<file path="config.mk">
export PLATFORM = sky130hd
export DESIGN_NAME = enigma_stream_sequencer_flat
export DESIGN_NICKNAME = d
export VERILOG_FILES = /design/src/rtl/enigma_stream_sequencer_if.sv /design/src/rtl/enigma_stream_sequencer.sv /design/src/flat_wrapper.sv
export SDC_FILE = /design/constraint.sdc
export NUM_CORES = 1
export LEC_CHECK = 0
export CAP_MARGIN = 10
export CORE_MARGIN = 1
export CORE_UTILIZATION = 35
export CTS_BUF_LIST = sky130_fd_sc_hd__clkbuf_8
export DETAILED_ROUTE_END_ITERATION = 7
export SLEW_MARGIN = 25
export SYNTH_ARGS = -nofsm -noshare
export SYNTH_HDL_FRONTEND = slang
export SYNTH_SLANG_ARGS = --single-unit
</file>
<file path="constraint.sdc">
create_clock -name clk -period 4.7 [get_ports clk]
set_input_delay 0.94 -clock clk [delete_from_list [all_inputs] [get_ports clk]]
set_output_delay 0.94 -clock clk [all_outputs]
set_load 0.05 [all_outputs]
</file>
<file path="src/rtl/enigma_stream_sequencer_if.sv">
// rtl/enigma_stream_sequencer_if.sv - character stream handshake bundle for the Enigma sequencer
//
// Purpose: groups the upstream (in_*) and downstream (out_*) valid/ready
// character streams of enigma_stream_sequencer.
//   in_char   [7:0]  ASCII character offered to the sequencer
//   in_valid         in_char is valid
//   in_ready         sequencer can accept a character
//   out_char  [7:0]  result character
//   out_valid        out_char is valid
//   out_ready        downstream accepts out_char
// Modports: master = stream source/sink side, slave = sequencer side.
interface enigma_stream_sequencer_if;
   logic [7:0] in_char;
   logic       in_valid;
   logic       in_ready;
   logic [7:0] out_char;
   logic       out_valid;
   logic       out_ready;

   modport master (
      output in_char, in_valid, out_ready,
      input  in_ready, out_char, out_valid
   );

   modport slave (
      input  in_char, in_valid, out_ready,
      output in_ready, out_char, out_valid
   );
endinterface

</file>
<file path="src/rtl/enigma_stream_sequencer.sv">
// rtl/enigma_stream_sequencer.sv - key-stepping control stage in front of the Enigma substitution core
//
// Purpose: accepts characters, drives letters with the current 2-bit key slot
// into the combinational substitution core, captures its result after
// WAIT_CYCLES and emits it downstream. Non-letters bypass the core and do not
// step the key.
// Parameters:
//   KEY_LEN      active key slots (1..4)
//   WAIT_CYCLES  cycles from driving the core to sampling core_out (1..15)
// Optional feature macro: ENIGMA_CASE_FOLD_EN (lowercase folded to uppercase
// and treated as a letter).
// Ports:
//   clk, reset         rising-edge clock, synchronous active-high reset
//   start              pulse: load key, clear step and char_count, go to ACCEPT
//   key [7:0]          slot i = key[2i+1:2i]
//   s                  in/out character streams (slave modport)
//   core_char [7:0]    character driven to the core
//   core_setting [1:0] setting driven to the core
//   core_out [7:0]     core result
//   busy               high in WAIT or EMIT
//   char_count [15:0]  characters emitted since start, saturating
module enigma_stream_sequencer #(
   parameter int KEY_LEN     = 4,
   parameter int WAIT_CYCLES = 1
) (
   input  logic                       clk,
   input  logic                       reset,
   input  logic                       start,
   input  logic [7:0]                 key,
   enigma_stream_sequencer_if.slave   s,
   output logic [7:0]                 core_char,
   output logic [1:0]                 core_setting,
   input  logic [7:0]                 core_out,
   output logic                       busy,
   output logic [15:0]                char_count
);

   typedef enum logic [1:0] {
      S_IDLE   = 2'd0,
      S_ACCEPT = 2'd1,
      S_WAIT   = 2'd2,
      S_EMIT   = 2'd3
   } state_t;

   localparam logic [1:0] LAST_STEP = 2'(KEY_LEN - 1);
   localparam logic [3:0] WAIT_LOAD = 4'(WAIT_CYCLES);

   state_t     state;
   logic [7:0] key_q;
   logic [1:0] step;
   logic [3:0] wait_cnt;

   logic [7:0] acc_char;
   logic       acc_is_letter;
   logic [1:0] cur_slot;
   logic [1:0] next_step;

`ifdef ENIGMA_CASE_FOLD_EN
   assign acc_char = (s.in_char >= 8'h61 && s.in_char <= 8'h7A) ? (s.in_char - 8'h20) : s.in_char;
`else
   assign acc_char = s.in_char;
`endif

   assign acc_is_letter = (acc_char >= 8'h41) && (acc_char <= 8'h5A);
   assign cur_slot      = key_q[{step, 1'b0} +: 2];
   assign next_step     = (step == LAST_STEP) ? 2'd0 : step + 2'd1;

   always_ff @(posedge clk) begin
      if (reset) begin
         state       <= S_IDLE;
         key_q       <= 8'h00;
         step        <= 2'd0;
         wait_cnt    <= 4'd0;
         s.in_ready  <= 1'b0;
         s.out_valid <= 1'b0;
         s.out_char  <= 8'h00;
         core_char   <= 8'h00;
         core_setting <= 2'd0;
         busy        <= 1'b0;
         char_count  <= 16'd0;
      end else if (start) begin
         // Start wins over any handshake; an in-flight character is dropped.
         state       <= S_ACCEPT;
         key_q       <= key;
         step        <= 2'd0;
         char_count  <= 16'd0;
         s.in_ready  <= 1'b1;
         s.out_valid <= 1'b0;
         busy        <= 1'b0;
      end else begin
         case (state)
            S_IDLE: begin
               s.in_ready <= 1'b0;
            end

            S_ACCEPT: begin
               if (s.in_valid) begin
                  s.in_ready <= 1'b0;
                  busy       <= 1'b1;
                  if (acc_is_letter) begin
                     core_char    <= acc_char;
                     core_setting <= cur_slot;
                     wait_cnt     <= WAIT_LOAD;
                     state        <= S_WAIT;
                  end else begin
                     // Bypass: result is the raw character, step untouched.
                     s.out_char  <= s.in_char;
                     s.out_valid <= 1'b1;
                     state       <= S_EMIT;
                  end
               end
            end

            S_WAIT: begin
               if (wait_cnt == 4'd1) begin
                  s.out_char  <= core_out;
                  s.out_valid <= 1'b1;
                  step        <= next_step;
                  state       <= S_EMIT;
               end
               wait_cnt <= wait_cnt - 4'd1;
            end

            S_EMIT: begin
               if (s.out_ready) begin
                  if (char_count != 16'hFFFF) begin
                     char_count <= char_count + 16'd1;
                  end
                  s.out_valid <= 1'b0;
                  s.in_ready  <= 1'b1;
                  busy        <= 1'b0;
                  state       <= S_ACCEPT;
               end
            end

            default: begin
               state <= S_IDLE;
            end
         endcase
      end
   end

endmodule
</file>
<file path="src/flat_wrapper.sv">
// flat-port wrapper written by rule: the top's interface ports become plain ports
module enigma_stream_sequencer_flat 
#(
   parameter int KEY_LEN     = 4,
   parameter int WAIT_CYCLES = 1
)
  (clk, reset, start, key, core_char, core_setting, core_out, busy, char_count, s_in_char, s_in_valid, s_out_ready, s_in_ready, s_out_char, s_out_valid);
  enigma_stream_sequencer_if s_i ();
  input  logic clk;
  input  logic reset;
  input  logic start;
  input  logic [7:0] key;
  output logic [7:0] core_char;
  output logic [1:0] core_setting;
  input  logic [7:0] core_out;
  output logic busy;
  output logic [15:0] char_count;
  input wire logic [$bits(s_i.in_char)-1:0] s_in_char;
  input wire logic [$bits(s_i.in_valid)-1:0] s_in_valid;
  input wire logic [$bits(s_i.out_ready)-1:0] s_out_ready;
  output wire logic [$bits(s_i.in_ready)-1:0] s_in_ready;
  output wire logic [$bits(s_i.out_char)-1:0] s_out_char;
  output wire logic [$bits(s_i.out_valid)-1:0] s_out_valid;
  assign s_i.in_char = s_in_char;
  assign s_i.in_valid = s_in_valid;
  assign s_i.out_ready = s_out_ready;
  assign s_in_ready = s_i.in_ready;
  assign s_out_char = s_i.out_char;
  assign s_out_valid = s_i.out_valid;
  enigma_stream_sequencer #(.KEY_LEN(KEY_LEN), .WAIT_CYCLES(WAIT_CYCLES)) u_core (.clk(clk), .reset(reset), .start(start), .key(key), .s(s_i), .core_char(core_char), .core_setting(core_setting), .core_out(core_out), .busy(busy), .char_count(char_count));
endmodule
</file>
Run 1, gate families picked out:
Scale bar: 20 um.
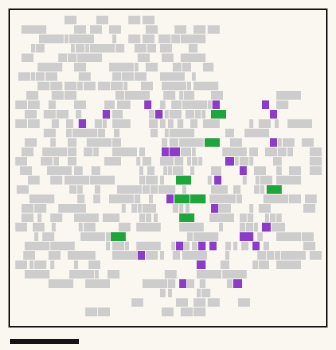
[green] fa/ha/maj cells | cells: 8 | where: centre
[purple] and/or cells | cells: 25

Run 1, close-up of the layout:
Scale bar: 5 um. Region (36, 54) to (56, 74) um. Cells in grey, sequential cells in the stronger grey; small squares are vias.
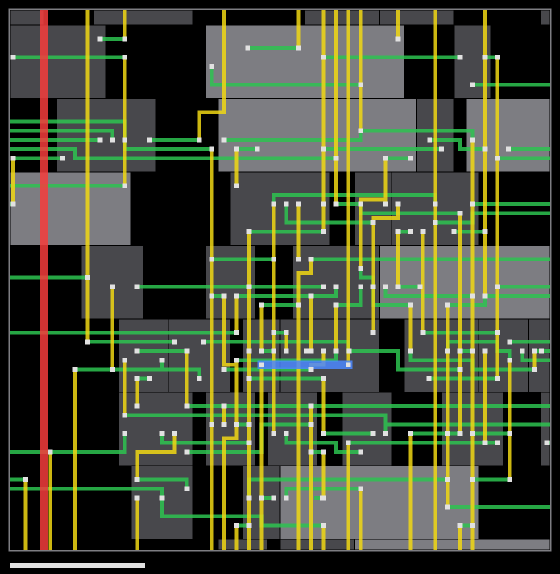
[yellow] metal 2
[red] metal 4
[green] metal 1
[blue] metal 3
netlist names of flops here include: u_core.wait_cnt (3)
sequential cells in the window: 5
most frequent: dfxtp_1 (5), o21ai_0 (3), nand2_1 (3)
cells with their middle in the window: 29

Run 1, congestion heat map:
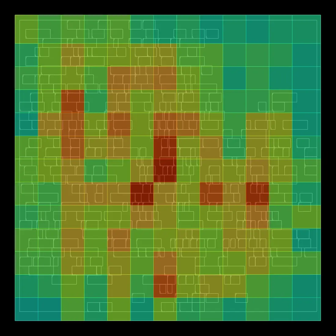
M3 GR Usage: 0.0310
met1 Use GR: 0.230
met2 Track Usage GR: 0.275

==> run summary, run 1 <==
run results: largest net degree at the start of global routing 23, sequential cell count between 50 and 60, Top Layout Cells clkdlybuf4s50_1 (65), dfxtp_1 (53), mux2i_1 (28), CTS max path bufs 2, period utilization 0.639, Worst Setup Start Kind input port, Leak between 1 and 1.5 nW, Core Region 0.00773 sq mm, Comb pwr share 0.198, status completed, Comb/total area 0.441, fa+ha+maj area frac 0.0359, tap cell count between 100 and 150, Synth top cell by count dfxtp_1, fraction of registers with async set/reset 0, Setup Buffers After CTS 0, DP Worst Slack 1390 ps, Main logic family simple AND/OR/NAND/NOR gates, Mapped Nets between 300 and 400, Hold Path Stages 2, 1st-pass router iterations 4, Die X 91.3 um, clock share of power 0.291, worst hold start u_core.s.out_char[5]$_SDFFE_PP0P_, root buffer cell clkbuf_8, Buf/Inv on CP 1, inverters 18, crit path capture u_core.s.out_char[0]$_SDFFE_PP0P_, initial DRC count 125, Via Count ~2,600, nonclk buf count about 67, sequential fraction of design power 0.511, Area growth syn-to-layout 29.3%, Pwr Total 932 uW, YS chip area 0.00279 sq mm, CP cell instances clkdlybuf4s50_1 > or3_1 > o221ai_2 > o21ai_1 > a211oi_1, worst vdd ir 0.115 mV, PwrDens 258 mW/mm^2, Final ANT Viol Nets 0, clk sinks 53, P_sw 282 uW, clk_skew 10.4 ps, Commonest Layout Cell clkdlybuf4s50_1, die height between 90 and 100 um, FF-to-FF Start u_core.state[0]$_SDFFE_PP0P_, NonClk Buf Share 0.184, routability congestion estimate 0.812, post-CTS sizing 0, final core utilization 0.467, worst reg2reg path depth 4, crit-path max cell delay 680 ps, vias in the first global route 2,421, clk ins delay skew pair 310 ps, fp util 0.361, Mean Syn Cell Area 8.89 sq um, GRT Overall Usage 0.170, Final WS setup 1700 ps, Hold Vio Cnt, Final 0, max_cap viols 0, slew margin rel. 0.395, yosys cell count 314, worst min path class reg2reg, met3 wire length 218 um, post-synth cell types 51, Commonest flop dfxtp_1, metal1 wirelength 3490 um, Core Rows 32, RSZ-0062 raised after global routing no, nets 408, Comb gates 226, fill count 751
==> inputs of run 2 (changes only) <==
==> constraint.sdc (replaced) <==
create_clock -name clk -period 2.96 [get_ports clk]
set_input_delay 0.592 -clock clk [delete_from_list [all_inputs] [get_ports clk]]
set_output_delay 0.592 -clock clk [all_outputs]
set_load 0.05 [all_outputs]
==> run summary, run 2 <==
run results: crit-path max cell delay 870 ps (+190 ps), DIE AREA between 0.008 and 0.009 sq mm, post-synth cell types 51 (unchanged), FF-to-FF Start u_core.state[0]$_SDFFE_PP0P_, Synth top cell by count dfxtp_1, met1 Use GR 0.242 (+0.0120), Comb/total area 0.432 (-0.00958), fill count 735 (-2.1%), P_sw 446 uW (+58%), M3 GR Usage 0.0260 (-0.00503), Simple Share, Synth 0.214, Seq share, synth 0.380, Worst-Margin Slew 830 ps, Die X 91.3 um (unchanged), CTS max path bufs 2 (unchanged), Comb pwr share 0.193 (-0.005), GRT Overall Usage 0.172 (+0.00192), Commonest Layout Cell clkdlybuf4s50_1, vias in the first global route 2,389 (-1.3%), fraction of registers with async set/reset 0 (unchanged), metal1 wirelength 3560 um (+2.0%), Setup Buffers After CTS 0 (unchanged), clk_skew 4.47 ps (-5.97 ps), RSZ-0062 raised after global routing no, Comb gates 226 (unchanged), clk sinks 53 (unchanged), final core utilization 0.477 (+0.0104), Area growth syn-to-layout 32.2%, fp util 0.361 (unchanged), 1st-pass router iterations 5 (+1), period utilization 0.768, Worst Setup Start Kind flop, Pwr Total 1.56 mW (+68%), worst vdd ir 0.200 mV (+74%), die height 91.3 um (unchanged), CP Data Arrival Time 1680 ps, Core Region 0.00773 sq mm (unchanged), YS chip area 0.00279 sq mm (unchanged), Final ANT Viol Nets 0 (unchanged), PwrDens 424 mW/mm^2 (+64%), Core Rows 32 (unchanged), nets 416 (+2.0%), initial DRC count 120 (-4.0%), NonClk Buf Share 0.197 (+0.0123), Mapped Nets 351 (unchanged), Non-Filler Instances 482, tap cell count 102 (unchanged), Buf/Inv on CP 1 (unchanged), root buffer cell clkbuf_8, Main logic family simple AND/OR/NAND/NOR gates, OpenROAD warning count 30, clock share of power 0.324 (+0.033), status completed, flop share of the area 0.288, max_cap viols 0 (unchanged), Hold Path Stages 2 (unchanged), Commonest flop dfxtp_1, ant diodes 0, CP cell instances clkdlybuf4s50_1, worst hold start u_core.s.out_char[7]$_SDFFE_PP0P_, inverters 18 (unchanged), worst reg2reg path depth 5 (+1), largest net degree at the start of global routing 39 (+70%), Power Sequential 755 uW, DP Worst Slack 412 ps (-976 ps), met2 Track Usage GR 0.270 (-0.00505), Hold Vio Cnt, Final 0 (unchanged), nonclk buf count 75 (+12%), sequential cell count 53 (unchanged), routability congestion estimate 0.817 (+0.54%), crit path capture char_count[2], yosys cell count 314 (unchanged), fa+ha+maj area frac 0.0359 (unchanged), clk ins delay skew pair 310 ps (about the same), Top Layout Cells clkdlybuf4s50_1 (65), dfxtp_1 (53), mux2i_1 (28), slew margin rel. 0.442 (+0.0471), drt via density around 5.3, Via Count 2,577 (+0.94%), Mean Syn Cell Area 8.89 sq um (unchanged), met3 wire length 247 um (+13%), Leak 1.33 nW (+3.5%), worst min path class reg2reg
Run 2, gate families picked out:
Scale bar: 20 um.
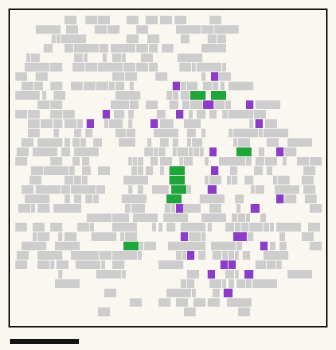
[green] fa/ha/maj cells | cells: 8 | where: centre
[purple] and/or cells | cells: 25

Run 2, congestion heat map:
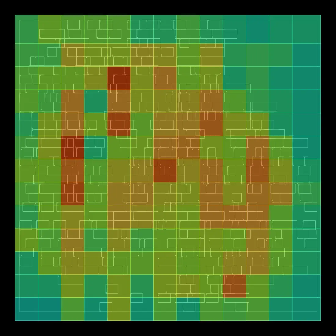
grt peak-use layer: met2
DR WL/cell: 14.5 um

==> inputs of run 3 (changes only) <==
==> constraint.sdc (replaced) <==
create_clock -name clk -period 2.3 [get_ports clk]
set_input_delay 0.46 -clock clk [delete_from_list [all_inputs] [get_ports clk]]
set_output_delay 0.46 -clock clk [all_outputs]
set_load 0.05 [all_outputs]
==> run summary, run 3 <==
run results: status completed, Comb gates 226 (unchanged), RSZ-0062 raised after global routing no, Buf/Inv on CP 1 (unchanged), max reg flops 16, period utilization 0.931, Worst-Margin Slew 679 ps (-151 ps), metal1 wirelength 3520 um (-1.1%), Leak 1.42 nW (+6.3%), Synth top cell by count dfxtp_1, Pwr Total 1.90 mW (+21%), flop share of the area 0.280 (-0.00778), Core Region 0.00773 sq mm (unchanged), Mean Syn Cell Area 8.89 sq um (unchanged), worst reg2reg path depth 5 (unchanged), initial DRC count 93 (-23%), routability congestion estimate 0.833 (+1.9%), Commonest Layout Cell clkdlybuf4s50_1, Commonest flop dfxtp_1, fill count 755 (+2.7%), worst vdd ir 0.262 mV (+31%), met3 wire length 270 um (+9.3%), CP Data Arrival Time 1680 ps (about the same), Main logic family simple AND/OR/NAND/NOR gates, Power Sequential 972 uW (+29%), die height 91.3 um (unchanged), Worst Setup Start Kind flop, M3 GR Usage 0.0335 (+0.00754), ant diodes 0 (unchanged), OpenROAD warning count 30 (unchanged), YS chip area 0.00279 sq mm (unchanged), vias in the first global route 2,522 (+5.6%), nets 434 (+4.3%), nonclk buf count 93 (+24%), CP cell instances clkdlybuf4s50_1, Setup Buffers After CTS 0 (unchanged), Hold Path Stages 2 (unchanged), fa+ha+maj area frac 0.0359 (unchanged), tap cell count 102 (unchanged), fp util 0.361 (unchanged), Seq share, synth 0.380 (unchanged), crit-path max cell delay 870 ps (about the same), DIE AREA 0.00834 sq mm (unchanged), clk sinks 53 (unchanged), sequential cell count 53 (unchanged), FF-to-FF Start u_core.state[0]$_SDFFE_PP0P_, drt via density 5.33 (-0.23%), post-synth cell types 51 (unchanged), crit path capture char_count[2], Area growth syn-to-layout 35.9%, clk ins delay skew pair 310 ps (about the same), largest net degree at the start of global routing 33 (-15%), P_sw 557 uW (+25%), slew margin rel. 0.544 (+0.102), Non-Filler Instances 500 (+3.7%), inverters 18 (unchanged), root buffer cell clkbuf_8, clk_skew 7.34 ps (+2.87 ps), Top Layout Cells clkdlybuf4s50_1 (65), dfxtp_1 (53), mux2i_1 (28), buf_4 (28), nand2_1 (24), Final ANT Viol Nets 0 (unchanged), Tmin final 2140 ps, grt peak-use layer met2, Comb/total area 0.420 (-0.0117)
Run 3, congestion heat map:
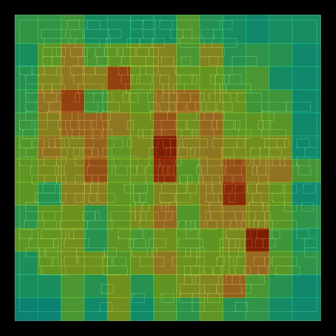
met2 Track Usage GR: 0.271
final core utilization: 0.491

Run 3, wiring by layer:
Scale bar: 20 um.
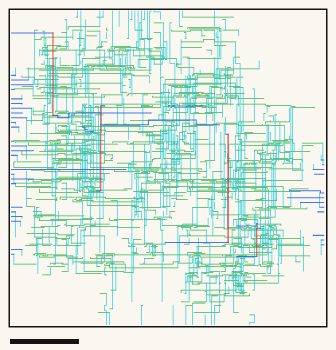
[blue] metal 3 | wire length: 270 um
[red] metal 4 | wire length: 87.7 um
[cyan] metal 2 | wire length: 3,160 um
[green] metal 1 | wire length: 3,520 um
Via Count: 2,667
GRT Overall Usage: 0.173
DR WL/cell: 14.1 um
Routed WL: 7040 um

Power is estimated from default activity; no workload was simulated.
